==> run_1/closeup.png <==
Window x 62 to 102, y 62 to 102 um. Cells in gray, sequential cells in the stronger gray; small squares are vias.
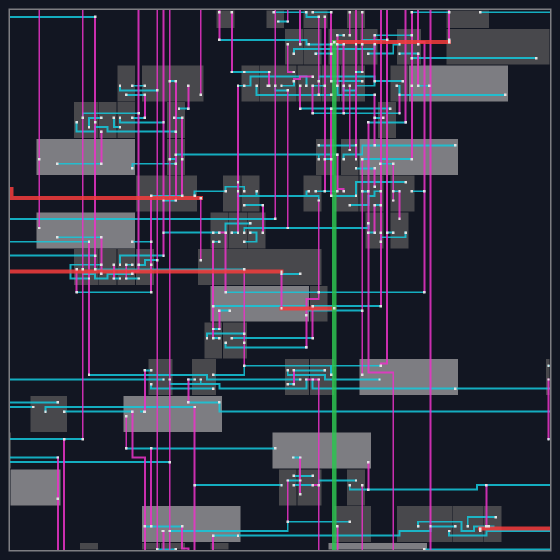
==> run_1/layers.png <==
(2 px per um) Only two layers are drawn.
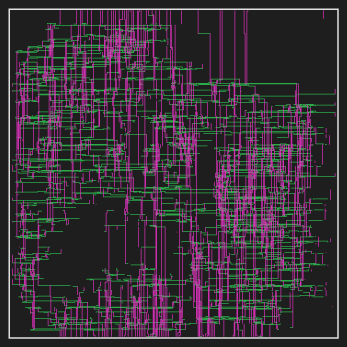
==> run_1/placed.png <==
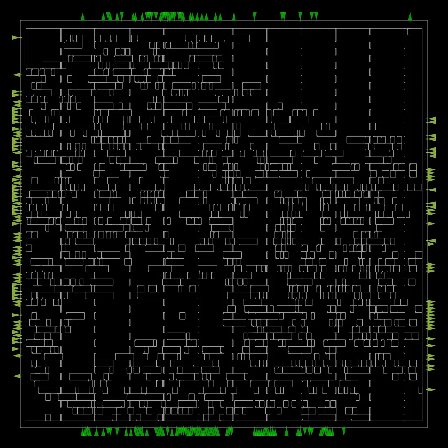
`src/rtl/mem_lsu_pkg.sv`:
```
// Shared encodings and helpers for the load/store unit.
package mem_lsu_pkg;

  // Store width on mem_write
  localparam logic [1:0] MW_IDLE = 2'b00;
  localparam logic [1:0] MW_BYTE = 2'b01;
  localparam logic [1:0] MW_HALF = 2'b10;
  localparam logic [1:0] MW_WORD = 2'b11;

  // Load type on funct3
  localparam logic [2:0] F3_LB  = 3'b000;
  localparam logic [2:0] F3_LH  = 3'b001;
  localparam logic [2:0] F3_LW  = 3'b010;
  localparam logic [2:0] F3_LBU = 3'b100;
  localparam logic [2:0] F3_LHU = 3'b101;

  // FSM state encodings
  localparam logic [1:0] ST_IDLE = 2'b00;
  localparam logic [1:0] ST_REQ  = 2'b01;
  localparam logic [1:0] ST_DONE = 2'b10;

  localparam int TIMEOUT_DEFAULT = 255;

  // Request fields captured when an access is accepted
  typedef struct packed {
    logic        we;
    logic [2:0]  funct3;
    logic [31:0] addr;
    logic [3:0]  wstrb;
    logic [31:0] wdata;
  } req_t;

  // Stores take precedence over loads when both are requested.
  function automatic logic is_aligned(input logic [1:0] mw, input logic [2:0] f3,
                                      input logic [1:0] off);
    logic ok;
    ok = 1'b0;
    if (mw != MW_IDLE) begin
      case (mw)
        MW_BYTE: ok = 1'b1;
        MW_HALF: ok = ~off[0];
        default: ok = (off == 2'b00);
      endcase
    end else begin
      case (f3)
        F3_LB, F3_LBU: ok = 1'b1;
        F3_LH, F3_LHU: ok = ~off[0];
        default:       ok = (off == 2'b00);
      endcase
    end
    return ok;
  endfunction

  function automatic logic [3:0] wstrb_of(input logic [1:0] mw, input logic [1:0] off);
    logic [3:0] s;
    case (mw)
      MW_BYTE: s = 4'b0001 << off;
      MW_HALF: s = 4'b0011 << {off[1], 1'b0};
      MW_WORD: s = 4'b1111;
      default: s = 4'b0000;
    endcase
    return s;
  endfunction

  function automatic logic [31:0] wdata_of(input logic [1:0] mw, input logic [31:0] sd);
    logic [31:0] d;
    case (mw)
      MW_BYTE: d = {4{sd[7:0]}};
      MW_HALF: d = {2{sd[15:0]}};
      MW_WORD: d = sd;
      default: d = 32'h0;
    endcase
    return d;
  endfunction

endpackage

```
`src/rtl/mem_lsu_if.sv`:
```
// Pipeline-side and bus-side signals of the load/store unit.
interface mem_lsu_if;
  logic        mem_read;
  logic [1:0]  mem_write;
  logic [2:0]  funct3;
  logic [31:0] addr;
  logic [31:0] store_data;
  logic [31:0] load_data;
  logic        stall;
  logic        misalign;
  logic        bus_err;
  logic        bus_req;
  logic        bus_we;
  logic [31:0] bus_addr;
  logic [3:0]  bus_wstrb;
  logic [31:0] bus_wdata;
  logic [31:0] bus_rdata;
  logic        bus_ack;

  // Environment view: drives requests and bus responses
  modport master (
    output mem_read, mem_write, funct3, addr, store_data, bus_rdata, bus_ack,
    input  load_data, stall, misalign, bus_err, bus_req, bus_we, bus_addr,
           bus_wstrb, bus_wdata
  );

  // LSU view
  modport slave (
    input  mem_read, mem_write, funct3, addr, store_data, bus_rdata, bus_ack,
    output load_data, stall, misalign, bus_err, bus_req, bus_we, bus_addr,
           bus_wstrb, bus_wdata
  );
endinterface

```
`src/rtl/mem_lsu_load_extend.sv`:
```
// Lane select and sign/zero extension of a bus read word.
module load_extend
  import mem_lsu_pkg::*;
(
  input  logic [31:0] i_rdata,
  input  logic [2:0]  i_funct3,
  input  logic [1:0]  i_byte_off,
  output logic [31:0] o_data
);

  logic [7:0]  w_byte;
  logic [15:0] w_half;

  // Pick the addressed byte/halfword, then extend according to load type
  always_comb begin
    w_byte = 8'h0;
    w_half = 16'h0;
    case (i_byte_off)
      2'd0:    w_byte = i_rdata[7:0];
      2'd1:    w_byte = i_rdata[15:8];
      2'd2:    w_byte = i_rdata[23:16];
      default: w_byte = i_rdata[31:24];
    endcase
    w_half = i_byte_off[1] ? i_rdata[31:16] : i_rdata[15:0];
    case (i_funct3)
      F3_LB:   o_data = {{24{w_byte[7]}}, w_byte};
      F3_LBU:  o_data = {24'h0, w_byte};
      F3_LH:   o_data = {{16{w_half[15]}}, w_half};
      F3_LHU:  o_data = {16'h0, w_half};
      default: o_data = i_rdata;   // LW and undefined codes pass the word through
    endcase
  end

endmodule

```
`src/rtl/mem_lsu.sv`:
```
// Load/store unit: accepts one access from the MEM stage, runs it on a
// single-outstanding word bus with timeout, returns the extended load result.
//
//   state | meaning
//   IDLE  | waiting for an access; aligned ones are captured, misaligned pulse misalign
//   REQ   | bus_req held with stable fields until bus_ack or timeout
//   DONE  | one-cycle result slot (load_data / bus_err), no new access taken
module mem_lsu
  import mem_lsu_pkg::*;
#(
  parameter int TIMEOUT = TIMEOUT_DEFAULT
) (
  input logic         clk,
  input logic         rst_n,
  mem_lsu_if.slave    bus
);

  localparam logic [7:0] CNT_LAST = 8'(TIMEOUT - 1);

  logic [1:0]  r_state;
  logic [1:0]  w_state_nxt;
  req_t        r_req;
  logic [31:0] r_rdata;
  logic [7:0]  r_cnt;
  logic        r_err;

  logic        w_is_write;
  logic        w_access;
  logic        w_aligned;
  logic        w_accept;
  logic        w_timeout;
  logic [31:0] w_ext;

  assign w_is_write = (bus.mem_write != MW_IDLE);
  assign w_access   = w_is_write | bus.mem_read;
  assign w_aligned  = is_aligned(bus.mem_write, bus.funct3, bus.addr[1:0]);
  assign w_accept   = (r_state == ST_IDLE) & w_access & w_aligned;
  assign w_timeout  = (r_state == ST_REQ) & ~bus.bus_ack & (r_cnt == CNT_LAST);

  load_extend u_load_extend (
    .i_rdata    (r_rdata),
    .i_funct3   (r_req.funct3),
    .i_byte_off (r_req.addr[1:0]),
    .o_data     (w_ext)
  );

  // Next-state selection
  always_comb begin
    w_state_nxt = r_state;
    case (r_state)
      ST_IDLE: if (w_accept) w_state_nxt = ST_REQ;
      ST_REQ:  if (bus.bus_ack || w_timeout) w_state_nxt = ST_DONE;
      ST_DONE: w_state_nxt = ST_IDLE;
      default: w_state_nxt = ST_IDLE;
    endcase
  end

  // State, captured request, read data and wait counter
  always_ff @(posedge clk) begin
    if (!rst_n) begin
      r_state <= ST_IDLE;
      r_req   <= '0;
      r_rdata <= 32'h0;
      r_cnt   <= 8'h0;
      r_err   <= 1'b0;
    end else begin
      r_state <= w_state_nxt;
      case (r_state)
        ST_IDLE: begin
          if (w_accept) begin
            r_req.we     <= w_is_write;
            r_req.funct3 <= bus.funct3;
            r_req.addr   <= bus.addr;
            r_req.wstrb  <= wstrb_of(bus.mem_write, bus.addr[1:0]);
            r_req.wdata  <= wdata_of(bus.mem_write, bus.store_data);
            r_cnt        <= 8'h0;
            r_err        <= 1'b0;
          end
        end
        ST_REQ: begin
          if (bus.bus_ack) begin
            r_rdata <= bus.bus_rdata;
          end else if (w_timeout) begin
            r_err <= 1'b1;
          end else begin
            r_cnt <= r_cnt + 8'd1;
          end
        end
        default: ;
      endcase
    end
  end

  // Bus fields are only driven while the request is outstanding
  assign bus.bus_req   = (r_state == ST_REQ);
  assign bus.bus_we    = (r_state == ST_REQ) & r_req.we;
  assign bus.bus_addr  = (r_state == ST_REQ) ? {r_req.addr[31:2], 2'b00} : 32'h0;
  assign bus.bus_wstrb = (r_state == ST_REQ) ? r_req.wstrb : 4'h0;
  assign bus.bus_wdata = (r_state == ST_REQ) ? r_req.wdata : 32'h0;

  assign bus.stall     = w_accept | (r_state == ST_REQ);
  assign bus.misalign  = (r_state == ST_IDLE) & w_access & ~w_aligned;
  assign bus.bus_err   = (r_state == ST_DONE) & r_err;
  assign bus.load_data = ((r_state == ST_DONE) && !r_req.we && !r_err) ? w_ext : 32'h0;

endmodule
```
`src/flat_wrapper.sv`:
```
// flat-port wrapper written by rule: the top's interface ports become plain ports
module mem_lsu_flat import mem_lsu_pkg::*;
#(
  parameter int TIMEOUT = TIMEOUT_DEFAULT
)
  (clk, rst_n, bus_mem_read, bus_mem_write, bus_funct3, bus_addr, bus_store_data, bus_bus_rdata, bus_bus_ack, bus_load_data, bus_stall, bus_misalign, bus_bus_err, bus_bus_req, bus_bus_we, bus_bus_addr, bus_bus_wstrb, bus_bus_wdata);
  mem_lsu_if bus_i ();
  input logic clk;
  input logic rst_n;
  input wire logic [$bits(bus_i.mem_read)-1:0] bus_mem_read;
  input wire logic [$bits(bus_i.mem_write)-1:0] bus_mem_write;
  input wire logic [$bits(bus_i.funct3)-1:0] bus_funct3;
  input wire logic [$bits(bus_i.addr)-1:0] bus_addr;
  input wire logic [$bits(bus_i.store_data)-1:0] bus_store_data;
  input wire logic [$bits(bus_i.bus_rdata)-1:0] bus_bus_rdata;
  input wire logic [$bits(bus_i.bus_ack)-1:0] bus_bus_ack;
  output wire logic [$bits(bus_i.load_data)-1:0] bus_load_data;
  output wire logic [$bits(bus_i.stall)-1:0] bus_stall;
  output wire logic [$bits(bus_i.misalign)-1:0] bus_misalign;
  output wire logic [$bits(bus_i.bus_err)-1:0] bus_bus_err;
  output wire logic [$bits(bus_i.bus_req)-1:0] bus_bus_req;
  output wire logic [$bits(bus_i.bus_we)-1:0] bus_bus_we;
  output wire logic [$bits(bus_i.bus_addr)-1:0] bus_bus_addr;
  output wire logic [$bits(bus_i.bus_wstrb)-1:0] bus_bus_wstrb;
  output wire logic [$bits(bus_i.bus_wdata)-1:0] bus_bus_wdata;
  assign bus_i.mem_read = bus_mem_read;
  assign bus_i.mem_write = bus_mem_write;
  assign bus_i.funct3 = bus_funct3;
  assign bus_i.addr = bus_addr;
  assign bus_i.store_data = bus_store_data;
  assign bus_i.bus_rdata = bus_bus_rdata;
  assign bus_i.bus_ack = bus_bus_ack;
  assign bus_load_data = bus_i.load_data;
  assign bus_stall = bus_i.stall;
  assign bus_misalign = bus_i.misalign;
  assign bus_bus_err = bus_i.bus_err;
  assign bus_bus_req = bus_i.bus_req;
  assign bus_bus_we = bus_i.bus_we;
  assign bus_bus_addr = bus_i.bus_addr;
  assign bus_bus_wstrb = bus_i.bus_wstrb;
  assign bus_bus_wdata = bus_i.bus_wdata;
  mem_lsu #(.TIMEOUT(TIMEOUT)) u_core (.clk(clk), .rst_n(rst_n), .bus(bus_i));
endmodule
```
`config.mk`:
```
export PLATFORM = sky130hd
export DESIGN_NAME = mem_lsu_flat
export DESIGN_NICKNAME = d
export VERILOG_FILES = /design/src/rtl/mem_lsu_pkg.sv /design/src/rtl/mem_lsu_if.sv /design/src/rtl/mem_lsu_load_extend.sv /design/src/rtl/mem_lsu.sv /design/src/flat_wrapper.sv
export SDC_FILE = /design/constraint.sdc
export NUM_CORES = 1
export LEC_CHECK = 0
export ABC_AREA = 1
export ABC_CLOCK_PERIOD_IN_PS = 5100
export CORE_MARGIN = 2
export CORE_UTILIZATION = 25
export DETAILED_ROUTE_END_ITERATION = 7
export DONT_BUFFER_PORTS = 1
export PLACE_DENSITY = 0.35
export SLEW_MARGIN = 20
export SYNTH_ARGS = -nofsm -noshare
export SYNTH_HDL_FRONTEND = slang
export SYNTH_HIERARCHICAL = 1
export SYNTH_SLANG_ARGS = --single-unit
```
`constraint.sdc`:
```
create_clock -name clk -period 5.1 [get_ports clk]
set_input_delay 1.02 -clock clk [delete_from_list [all_inputs] [get_ports clk]]
set_output_delay 1.02 -clock clk [all_outputs]
set_load 0.1 [all_outputs]
```
==> qor.yml, run 1 <==
layout:
  nets: 1122
  finish.instance_area_um2: 7590
  fin_cells: 1354
  mi_logic_area_um2: 3410
clock_tree:
  cts_made_buffers: 17
  clockBufferDepth: 2
  cts_max_level: 4
  clkLatencyLatePin_ns: 0.42
detailed_routing:
  via_count: 6161
  wl_mm: 21.8
  antenna_left: 0
  wl_per_cell_um: 16.1
  dr.first_iter.drc_count: 377
  via_per_inst: 4.55
  dr.pass1.iters: 7
setup_path:
  cp.arrival_ns: 3.17
  cp.required_ns: 4.08
  critical_path_class: "flop to output pin"
sta:
  hold_violations: 0
  period_used_pct: 82.2
  skew_ns: 0.00827
  slew_violations: 0
  finalSetupViolCount: 0
  fmax_mhz: 239
  fin_hold_ws_ns: 0.464
synth:
  syn_inst: 1016
  top_logic_kind: "simple AND/OR/NAND/NOR gates"
  synthSimpleGateAreaFrac_pct: 32.0
  top_cell_area_share_pct: 36.1
placement:
  dp_hpwl_mm: 15.5
  io_buffer_count: 0
power_and_ir_drop:
  p_total_mw: 2.95
  peakVddDrop_uv: 171
grt:
  grt_busiest_layer: "met2"
  use_met1_pct: 19.5
die:
  core_area_um2: 25100
status:
  status: "complete, no violations"
min_path:
  hold_start: "u_core/r_req[34]$_SDFFE_PN0P_"
Notes on closeup.png above:
[M3] red
[M4] green
[M2] magenta
[M1] cyan
cells with their middle in the window: 64
netlist names of flops here include: u_core/r_cnt (5), u_core/r_req (5)
most frequent: nor2_1 (12), nand2_1 (11), dfxtp_1 (10)
sequential cells in the window: 10

Notes on layers.png above:
[M2] magenta | wire length: 10700 um
[M1] green | wire length: 9310 um

Notes on placed.png above:
row cnt: 58
FILL cells: 2900
tap cells: 330
fin util: 30.2%
registers: 115

-- run 1: worst max-delay path: stages, from the launching register on --
cell,delay (ns)
dfxtp_1,0.80
inv_2,0.32
nand2_1,0.21
nand2_1,0.08
nand3_2,0.10
nand3_4,0.24
nand3_2,0.13
inv_1,0.05
nor2_2,0.82
-- run 1: where the power goes --
group | switching, mW | internal, mW | total, mW
logic | 0.548 | 0.138 | 0.686
registers | 0.0561 | 0.983 | 1.04
clock network | 0.492 | 0.731 | 1.22
total | 1.10 | 1.85 | 2.95
-- run 1: per-layer routing --
| metal | vias up | wire length, um |
|---|---|---|
| met5 | - | 0 |
| met4 | 0 | 274 |
| met3 | 17 | 1520 |
| met2 | 163 | 10700 |
| met1 | 2788 | 9310 |
| li1 | 3193 | - |
-- run 1: placed cells by master, fill, tap and decap left out, drive strengths merged, types with 2 or more instances in the layout --
cell        n
clkinv      4
clkinvlp    2
nand4       4
o211ai      3
a21oi      91
buf        41
bufinv      2
inv       150
nand3     115
ha          6
conb        2
o21ai     104
clkbuf     17
nor2      157
nor3        2
dfxtp     115
nand2     203
-- run 1: state kept, by name, indices dropped and copies added, names as in the netlist --
name / count
u_core/r_err: 1
u_core/r_req: 72
u_core/r_rdata: 32
u_core/r_state: 2
u_core/r_cnt: 8
-- run 1: layout make-up --
class / count / share of cell area [%]
clock buffers: 17 / 5.61
clock inverters: 15 / 2.21
repair buffers: 41 / 4.32
well taps: 330 / 5.44
flip-flops and latches: 115 / 30.3
multi-input cells: 693 / 45.0
inverters: 143 / 7.07
## Run 2: what changed since run 1
- ABC_CLOCK_PERIOD_IN_PS: 5100 -> 4380
- clock period: 5.1 -> 4.38 ns (I/O delays scaled with it)
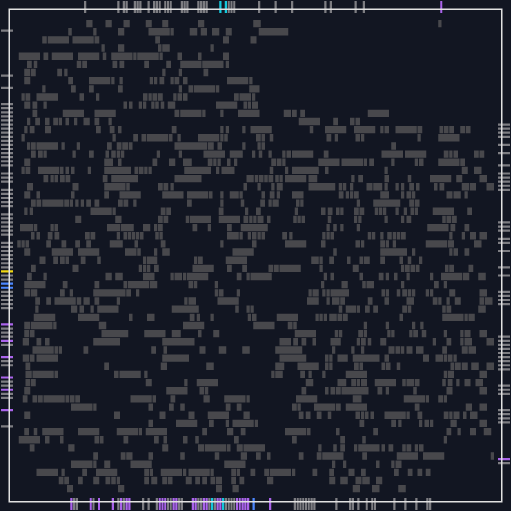
(run_2/pinout.png)
(3 px per um) Pins as bars across the die edge, other pins in gray.
[bus_bus_addr] purple | pins: 32 | direction: output | edge: 24 bottom, 6 left, 1 top, 1 right
[bus_bus_wstrb] cyan | pins: 4 | direction: output | edge: 2 top, 2 bottom
[bus_funct3] blue | pins: 3 | direction: input | edge: 2 left, 1 bottom
[bus_mem_read] yellow | pins: 1 | direction: input | edge: left
all pins by edge: 67 left, 67 bottom, 42 right, 34 top

==> qor.yml, run 2 <==
status:
  status: "complete, no violations"  # unchanged
clock_tree:
  clkLatencyLatePin_ns: 0.41  # was 0.42 ns
  clockBufferDepth: 2  # unchanged
  cts_made_buffers: 17  # unchanged
  cts_max_level: 4  # unchanged
detailed_routing:
  via_per_inst: 4.62  # was 4.55
  wl_mm: 22.6  # was 21.8 mm
  top_layer: "met4"  # unchanged
  wl_met2_mm: 11.0  # was 10.7 mm
  dr.pass1.iters: 4  # was 7
  via_count: 6303  # was 6161
  antenna_left: 0  # unchanged
  wl_met1_mm: 9.70  # was 9.31 mm
  wl_per_cell_um: 16.5  # was 16.1 um
power_and_ir_drop:
  pwr-share-seq_pct: 34.3  # was 35.3%
  comb_power_mw: 0.821  # was 0.686 mW
  peakVddDrop_uv: 244  # was 171 uV
  clkPwrFrac_pct: 42.3  # was 41.5%
  power_leader: "clock"  # unchanged
  p_int_mw: 2.23  # was 1.85 mW
  p_sw_mw: 1.28  # was 1.10 mW
layout:
  reg.largest.list: "u_core/r_req x72, u_core/r_rdata x32, u_core/r_cnt x8"  # unchanged
  final_util_pct: 30.7  # was 30.2%
  largest-register: "u_core/r_req"  # unchanged
  lay_top_cells: "199 x nand2_1, 136 x inv_1, 115 x dfxtp_1"  # unchanged
  largest_reg_flops: 72  # unchanged
placement:
  dp_hpwl_mm: 15.9  # was 15.5 mm
  io_buffer_count: 0  # unchanged
min_path:
  hold_start: "u_core/r_req[34]$_SDFFE_PN0P_"  # unchanged
  whs_path_depth: 2  # unchanged
sta:
  tightest_slew_ns: 1.11  # was 1.14 ns
  skew_ns: 0.00804  # was 0.00827 ns
  hold_violations: 0  # unchanged
  fmax_mhz: 292
  slew_violations: 0  # unchanged
  finalSetupViolCount: 0  # unchanged
setup_path:
  worstPathCellList: "inv_1 > ha_1 > nor2_1 > nand2_1 > nand2_1 > nand2_1 > nand3_2 > nand2_1 > buf_4"  # was inv_2 > nand2_1 > nand2_1 > nand3_2 > nand3_4 > nand3_2 > inv_1 > nor2_2
  cp.arrival_ns: 2.55  # was 3.17 ns
  path_buffers: 2  # unchanged
  cp_slowest_stage_delay_ns: 0.39  # was 0.82 ns
  slowest_stage: "ha_1"  # was nor2_2
  crit_family: "simple AND/OR/NAND/NOR gates"  # unchanged
  critical_path_class: "input pin to output pin"  # was flop to output pin
  cp.required_ns: 3.50  # was 4.08 ns
die:
  core_area_um2: 25100  # unchanged
  rows: 58  # unchanged
synth:
  syn_inst: 1016  # unchanged
  top_cell_area_share_pct: 36.1  # unchanged
-- run 2: cell count changes in the layout (fill, tap and decap cells not counted) --
cell | previous run | this run
buf_4 | 40 | 51
bufinv_16 | 2 | 3
clkinv_4 | 3 | 4
clkinvlp_4 | 2 | 0
inv_6 | 7 | 5
inv_8 | 0 | 2
-- run 2: cell type report --
| cell class | instances | area [um2] |
|---|---|---|
| fillers | 2921 | 17400 |
| flip-flops and latches | 115 | 2300 |
| repair buffers | 52 | 410 |
| multi-input cells | 693 | 3410 |
| inverters | 143 | 537 |
| clock buffers | 17 | 425 |
| well taps | 330 | 413 |
| clock inverters | 15 | 196 |
-- run 2: through the flow --
stage          total power, mW  instances  cell area, um2  hold slack (ns)  setup slack, ns
5_1_grt                   3.70       1365            7700            0.488            0.724
4_1_cts                   3.57       1365            7700            0.469            0.927
3_3_place_gp              2.06       1333            7080            0.463             1.00
2_1_floorplan             1.89       1017            6370            0.430            0.543
6_report                  3.51       1365            7700            0.465            0.953
3_5_place_dp              2.06       1333            7080            0.460            0.937
-- run 2: per-layer routing --
metal / vias up / global-route usage [%]
li1: 3216 / -
met2: 165 / 28.8
met5: - / 0
met3: 14 / 5.36
met4: 0 / 3.75
met1: 2908 / 20.7
-- run 2: cell families after synthesis --
kind of cell	after synthesis	share of synthesized area, %
xor+xnor	1	0.137
compound gates	201	16.0
simple gates	483	32.0
buf+inv	209	14.5
other cells	1	0.0589
flops	115	36.1
fa+ha+maj	6	1.18
-- run 2: worst register-to-register path: cells and delay by family, from the launching register on --
| kind | cells | cell delay [ns] |
|---|---|---|
| flops | 1 | 0.31 |
| compound gates | 1 | 0.15 |
| buf+inv | 1 | 0.13 |
| simple gates | 5 | 1.70 |
## Run 3: what changed since run 2
- ABC_CLOCK_PERIOD_IN_PS: 4380 -> 2800
- PLACE_DENSITY: 0.35 -> 0.37
- clock period: 4.38 -> 2.8 ns (I/O delays scaled with it)
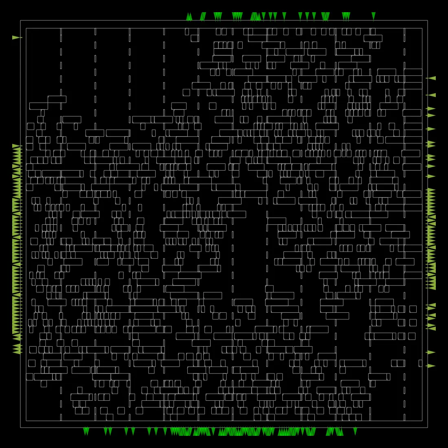
(run_3/placed.png)
fin util: 34.6%
FILL cells: 2791
Core Region: 25100 um2
sequential share of cell area: 26.5%

==> qor.yml, run 3 <==
status:
  status: "complete, no violations"  # unchanged
detailed_routing:
  wl_met3_mm: 1.53  # was 1.59 mm
  top_layer: "met4"  # unchanged
  antenna_left: 0  # unchanged
  wl_mm: 22.0  # was 22.6 mm
  via_count: 6536  # was 6303
  dr.pass1.iters: 5  # was 4
  dr.first_iter.drc_count: 366  # was 375
clock_tree:
  clkLatencyLatePin_ns: 0.42  # was 0.41 ns
  clockBufferDepth: 2  # unchanged
  cts_made_buffers: 17  # unchanged
setup_path:
  cp.required_ns: 2.24  # was 3.50 ns
  slowest_stage: "dfxtp_1"  # was ha_1
  cp.arrival_ns: 2.10  # was 2.55 ns
placement:
  io_buffer_count: 0  # unchanged
  placed_area_um2: 8050  # was 7080 um2
grt:
  grtUsageMet2_pct: 27.0  # was 28.8%
  use_met1_pct: 20.4  # was 20.7%
die:
  rows: 58  # unchanged
min_path:
  whs_path_depth: 2  # unchanged
synth:
  ys_sh_mux_pct: 0  # unchanged
  ys_sh_aoi_pct: 16.0  # unchanged
  ys_sh_adder_pct: 1.18  # unchanged
  xor_share_pct: 0.137  # unchanged
  synthSimpleGateAreaFrac_pct: 32.0  # unchanged
  syn_inst: 1016  # unchanged
layout:
  clockNetworkAreaShare_pct: 7.07  # was 8.08%
  seq_area_um2: 2310  # was 2300 um2
  clkbuf_count: 18  # was 17
  layout.cells.most_common: "nand2_1"  # unchanged
  sh_comb_area_pct: 39.6  # was 44.4%
  flops: 115  # unchanged
  inverters: 143  # unchanged
  mi_logic_area_um2: 3450  # was 3410 um2
sta:
  fmax_mhz: 376
  period_used_pct: 94.9
  slew_violations: 0  # unchanged
power_and_ir_drop:
  p_total_mw: 5.58  # was 3.51 mW
  peakVddDrop_uv: 306  # was 244 uV
run 3: cells by family (layout without fill, tap and decap cells):
logic type	after synthesis	in the layout
DFF	115	115
and+or+nand+nor	483	483
xor gates and xnor gates	1	1
buffers and inverters	209	298
adders and majority gates	6	6
AOI/OAI and AO/OA	201	201
other	1	2
run 3: stage by stage:
step / std cells / hold WS [ns] / setup slack (ns) / util (%)
2_1_floorplan: 1017 / 0.430 / 0.00962 / -
3_3_place_gp: 1404 / 0.458 / 0.321 / 32.1
3_5_place_dp: 1404 / 0.463 / 0.320 / 32.1
4_1_cts: 1436 / 0.256 / 0.0441 / 34.5
5_1_grt: 1436 / 0.280 / -0.00846 / 34.6
6_report: 1436 / 0.284 / 0.143 / 34.6
run 3: critical path, delay by kind of cell, from the launching register on:
family        cells  cell delay, ns
buf+inv           3            0.35
flops             1            0.36
simple gates      5            0.96
run 3: path summary, 6_finish.rpt:
kind | from | endpoint | slack (ns)
setup reg to reg | u_core/r_state[1]$_SDFFE_PN0P_ | u_core/r_rdata[13]$_SDFFE_PN0P_ | 0.99
hold / removal | rst_n | u_core/r_req[67]$_SDFFE_PN0P_ | 0.28
hold reg to reg | u_core/r_req[60]$_SDFFE_PN0P_ | u_core/r_req[60]$_SDFFE_PN0P_ | 0.47
setup / recovery | u_core/r_req[69]$_SDFFE_PN0P_ | bus_load_data[25] | 0.14
run 3: timing repair:
item                                    CTS  global route
endpoints found under the setup margin   24            31
gates resized                             1             7
endpoints found under the hold margin     0             0
gates cloned                              0             0
run 3: report_power, final:
part / internal, mW / total, mW / leakage (nW) / switching, mW
registers: 1.79 / 1.88 / 0.941 / 0.0924
clock network: 1.44 / 2.31 / 0.294 / 0.878
logic: 0.353 / 1.38 / 2.23 / 1.03
total: 3.58 / 5.58 / 3.47 / 2.00

==> screenshots <==
Met2 routing.
(2 px per um) Cells faint in the background.
panel A
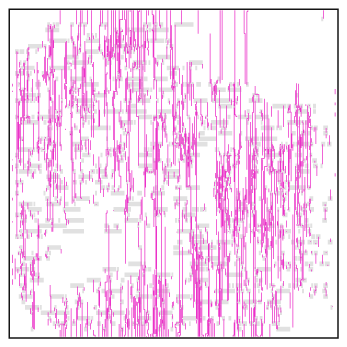
panel B
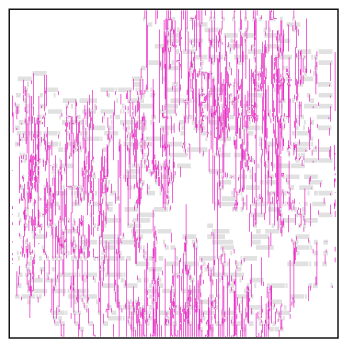
| picture | from |
|---|---|
| panel B | run 3 |
| panel A | run 1 |

Power is estimated from default activity; no workload was simulated.
